[src/rtl/dat_mem_arb_pkg.sv]
// dat_mem_arb_pkg: shared state encoding and sizing helpers for the dat_mem arbiter.
`default_nettype none

package dat_mem_arb_pkg;

  typedef enum logic [1:0] {
    IDLE = 2'd0,
    OWN0 = 2'd1,
    OWN1 = 2'd2
  } arb_state_t;

  localparam int NUM_PORTS = 2;

  function automatic int burst_w(input int max_burst);
    return (max_burst > 1) ? $clog2(max_burst) : 1;
  endfunction

endpackage

`default_nettype wire

[src/rtl/dat_mem_arb_rr.sv]
// dat_mem_arb_rr: round-robin ownership FSM with bounded burst length.
`default_nettype none

module dat_mem_arb_rr
  import dat_mem_arb_pkg::*;
#(
  parameter int MaxBurst = 4
) (
  input  logic       clk,
  input  logic       rst_n,
  input  logic       req0,
  input  logic       req1,
  output arb_state_t state
);

  localparam int             BW      = burst_w(MaxBurst);
  localparam logic [BW-1:0]  CNT_MAX = BW'(MaxBurst - 1);

  arb_state_t    state_q, state_d;
  logic [BW-1:0] cnt_q, cnt_d;
  logic          last_q, last_d;

  logic       own_id;
  logic       own_req;
  logic       oth_req;
  arb_state_t oth_state;

  assign own_id    = (state_q == OWN1);
  assign own_req   = own_id ? req1 : req0;
  assign oth_req   = own_id ? req0 : req1;
  assign oth_state = own_id ? OWN0 : OWN1;

  always_ff @(posedge clk or negedge rst_n) begin
    if (!rst_n) begin
      state_q <= IDLE;
      cnt_q   <= '0;
      last_q  <= 1'b1;
    end else begin
      state_q <= state_d;
      cnt_q   <= cnt_d;
      last_q  <= last_d;
    end
  end

  always_comb begin
    state_d = state_q;
    cnt_d   = cnt_q;
    last_d  = last_q;
    case (state_q)
      IDLE: begin
        // On a tie the port that did not own the memory last wins.
        if (req0 && (!req1 || last_q)) begin
          state_d = OWN0;
          cnt_d   = '0;
        end else if (req1) begin
          state_d = OWN1;
          cnt_d   = '0;
        end
      end
      OWN0, OWN1: begin
        if (!own_req) begin
          state_d = oth_req ? oth_state : IDLE;
          cnt_d   = '0;
          last_d  = own_id;
        end else if (oth_req && (cnt_q == CNT_MAX)) begin
          state_d = oth_state;
          cnt_d   = '0;
          last_d  = own_id;
        end else if (cnt_q != CNT_MAX) begin
          cnt_d = cnt_q + 1'b1;
        end
      end
      default: begin
        state_d = IDLE;
        cnt_d   = '0;
      end
    endcase
  end

  assign state = state_q;

endmodule

`default_nettype wire

[src/rtl/dat_mem_arb.sv]
// dat_mem_arb: two-port round-robin arbiter in front of the single-port dat_mem.
// Optional grant/conflict statistics counters enabled by DAT_MEM_ARB_STATS_EN.
`default_nettype none

module dat_mem_arb
  import dat_mem_arb_pkg::*;
#(
  parameter int AW       = 8,
  parameter int MaxBurst = 4
) (
  input  logic          CLK,
  input  logic          ResetN,
  input  logic          Req0,
  input  logic          Req1,
  input  logic          We0,
  input  logic          We1,
  input  logic [AW-1:0] Adr0,
  input  logic [AW-1:0] Adr1,
  input  logic [7:0]    Wdata0,
  input  logic [7:0]    Wdata1,
  output logic          Gnt0,
  output logic          Gnt1,
  output logic [7:0]    Rdata0,
  output logic [7:0]    Rdata1,
  output logic          RValid0,
  output logic          RValid1,
  output logic [AW-1:0] MemAdr,
  output logic          ReadMem,
  output logic          WriteMem,
  output logic [7:0]    MemDataIn,
  input  logic [7:0]    MemDataOut
`ifdef DAT_MEM_ARB_STATS_EN
  ,
  output logic [15:0]   GntCnt0,
  output logic [15:0]   GntCnt1,
  output logic [15:0]   ConflictCnt
`endif
);

  arb_state_t           state;
  logic [NUM_PORTS-1:0] gnt;

  dat_mem_arb_rr #(
    .MaxBurst(MaxBurst)
  ) u_rr (
    .clk  (CLK),
    .rst_n(ResetN),
    .req0 (Req0),
    .req1 (Req1),
    .state(state)
  );

  assign gnt[0] = (state == OWN0) && Req0;
  assign gnt[1] = (state == OWN1) && Req1;
  assign Gnt0   = gnt[0];
  assign Gnt1   = gnt[1];

  always_comb begin
    MemAdr    = '0;
    MemDataIn = '0;
    WriteMem  = 1'b0;
    ReadMem   = 1'b0;
    if (gnt[0]) begin
      MemAdr    = Adr0;
      MemDataIn = Wdata0;
      WriteMem  = We0;
      ReadMem   = !We0;
    end else if (gnt[1]) begin
      MemAdr    = Adr1;
      MemDataIn = Wdata1;
      WriteMem  = We1;
      ReadMem   = !We1;
    end
  end

  // dat_mem reads combinationally, so the data is captured on the grant edge.
  always_ff @(posedge CLK or negedge ResetN) begin
    if (!ResetN) begin
      Rdata0  <= '0;
      Rdata1  <= '0;
      RValid0 <= 1'b0;
      RValid1 <= 1'b0;
    end else begin
      RValid0 <= gnt[0] && !We0;
      RValid1 <= gnt[1] && !We1;
      if (gnt[0] && !We0) Rdata0 <= MemDataOut;
      if (gnt[1] && !We1) Rdata1 <= MemDataOut;
    end
  end

`ifdef DAT_MEM_ARB_STATS_EN
  always_ff @(posedge CLK or negedge ResetN) begin
    if (!ResetN) begin
      GntCnt0     <= '0;
      GntCnt1     <= '0;
      ConflictCnt <= '0;
    end else begin
      if (gnt[0] && (GntCnt0 != 16'hFFFF)) GntCnt0 <= GntCnt0 + 16'd1;
      if (gnt[1] && (GntCnt1 != 16'hFFFF)) GntCnt1 <= GntCnt1 + 16'd1;
      if (Req0 && Req1 && (ConflictCnt != 16'hFFFF)) ConflictCnt <= ConflictCnt + 16'd1;
    end
  end
`else
  // Statistics build option off: no counters.
`endif

endmodule

`default_nettype wire

[config.mk]
export PLATFORM = sky130hd
export DESIGN_NAME = dat_mem_arb
export DESIGN_NICKNAME = d
export VERILOG_FILES = /design/src/rtl/dat_mem_arb_pkg.sv /design/src/rtl/dat_mem_arb_rr.sv /design/src/rtl/dat_mem_arb.sv
export SDC_FILE = /design/constraint.sdc
export NUM_CORES = 1
export LEC_CHECK = 0
export CAP_MARGIN = 20
export CORE_AREA = 2 2 63 65
export CTS_BUF_LIST = sky130_fd_sc_hd__clkbuf_8
export DETAILED_ROUTE_END_ITERATION = 6
export DIE_AREA = 0 0 65 67
export PLACE_DENSITY = 0.79
export SLEW_MARGIN = 20
export SYNTH_ARGS = -nofsm -noshare
export SYNTH_HDL_FRONTEND = slang
export SYNTH_SLANG_ARGS = --single-unit
[constraint.sdc]
create_clock -name CLK -period 2.4 [get_ports CLK]
set_clock_uncertainty 0.2 [all_clocks]
set_input_delay 0.48 -clock CLK [delete_from_list [all_inputs] [get_ports CLK]]
set_output_delay 0.48 -clock CLK [all_outputs]
set_load 0.1 [all_outputs]
### Gate families picked out

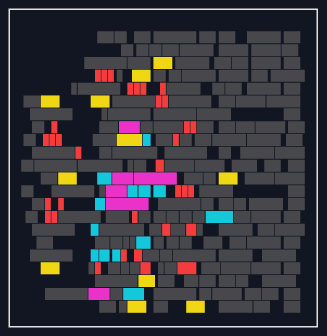
colour	family	cells
magenta	adder and majority cells	6
red	NAND gates	33
yellow	multiplexers	11
cyan	inverting AOI/OAI gates	13

### Sequential cells grouped by signal name

Other sequential cells in the stronger grey, the rest of the logic in the fainter grey.
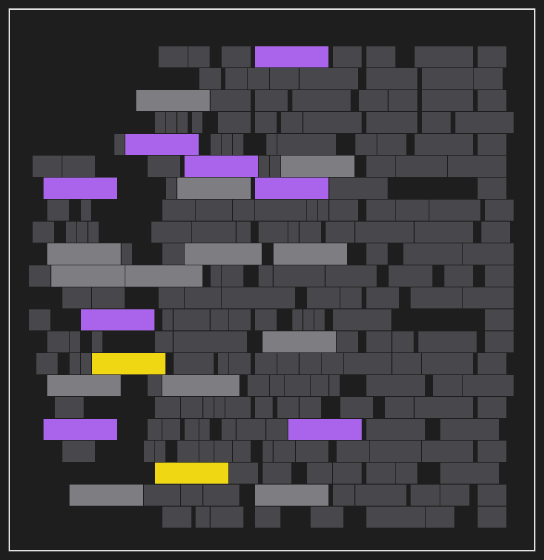
colour	netlist name	flops
yellow	u_rr.cnt_q	2
purple	Rdata0	8
not coloured	13
Seq/total area: 0.212
post-layout util: 0.757
Sequential Power: 678 uW

### Clock routing

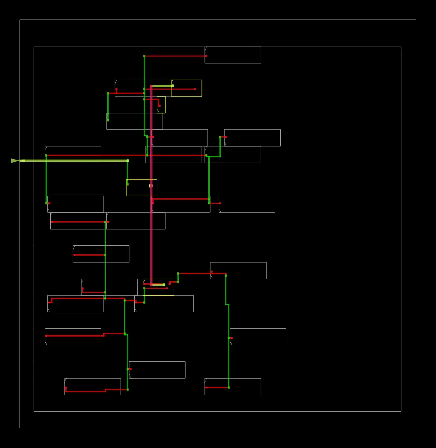
clkbuf count: 3
CTS buffer count: 3
worst skew pair latency: 0.27 ns

### Clock wires, drivers and flops

Bar = 20 um.
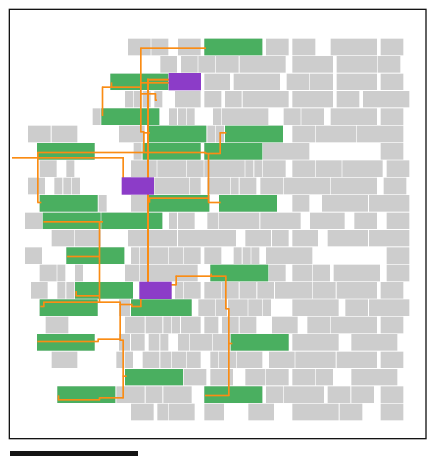
[green] flip-flops | count: 23
[orange] clock wires | length: 303 um
[purple] cells driving clock nets | count: 3
routed clock nets	4

## cell type report
cell class                 instances  area [sq um]
clock buffer                       3          41.3
clock inverter                     1          3.75
fill                             229           875
inverter                           7          26.3
multi-input combinational         94           865
sequential                        23           579
tap                               48          60.1
timing repair buffer             103          1160
## flip-flops by register name (all words and copies together), names as in the netlist
name,count
Rdata0,8
Rdata1,8
RValid0,1
u_rr.last_q,1
RValid1,1
u_rr.state,2
u_rr.cnt_q,2
## worst register-to-register path, cell delays in order, from the launching register on
cell	delay, ns
dfrtp_2	0.44
buf_6	0.13
ha_4	0.17
buf_4	0.14
or4b_1	0.52
o21ai_2	0.11
a211oi_2	0.13
mux2_4	0.32
## metrics by stage
step	worst slack [ns]	cells	power, mW	hold slack (ns)
floorplan	-0.0979	130	2.77	-0.0156
global placement	-0.0501	267	3.55	0.260
detailed placement	-0.117	267	3.62	0.264
CTS	-0.0449	282	4.09	0.287
global route	-0.0751	279	4.20	0.320
finish	-0.0304	279	4.05	0.287
## timing repair
action                                 CTS  global route
setup endpoints to repair               19            19
resized                                 26             4
cloned                                   2             0
pin swaps                                8             5
endpoints found under the hold margin    0             0
setup buffers                            9             0
## power by group
group	leakage, nW	internal [mW]	total, mW	switching (mW)
combinational	0.984	0.980	3.13	2.15
clock	0.0269	0.115	0.244	0.130
sequential	0.285	0.565	0.678	0.113
total	1.30	1.66	4.05	2.39
## kinds of logic after synthesis
kind of cell / count (synthesis) / share of synthesized area
AND-OR/OR-AND: 32 / 0.196
adder cells (fa/ha/maj): 6 / 0.0580
buffers and inverters: 13 / 0.0445
flip-flops: 23 / 0.446
multiplexers: 11 / 0.0977
AND/OR/NAND/NOR: 45 / 0.158
==> results.txt <==
flow finished, numbers: count of final max-slew check failures 0, Max clock buf depth 2, P&R area growth vs syn 111%, CP Capture Type output pin, Crit path largest cell delay between 0.4 and 0.5 ns, final setup violation count 1, cts hold-fix bufs 0, failing checks setup timing, final instance area 2730 sq um, Met1 Routed Length 2.05 mm, vias in the first global route 1563, critical-path maximum fanout 4, Crit path depth 7, outcome complete, but fails checks, Fin Setup TNS -0.0304 ns, Setup crit start kind register, fmax 411 MHz, Reg-to-Reg End u_rr.state[0], CP max-delay cell dfrtp_2, PnR worst setup slack -0.0304 ns
Power figures rest on the tool's default switching activity, not on a simulated workload.
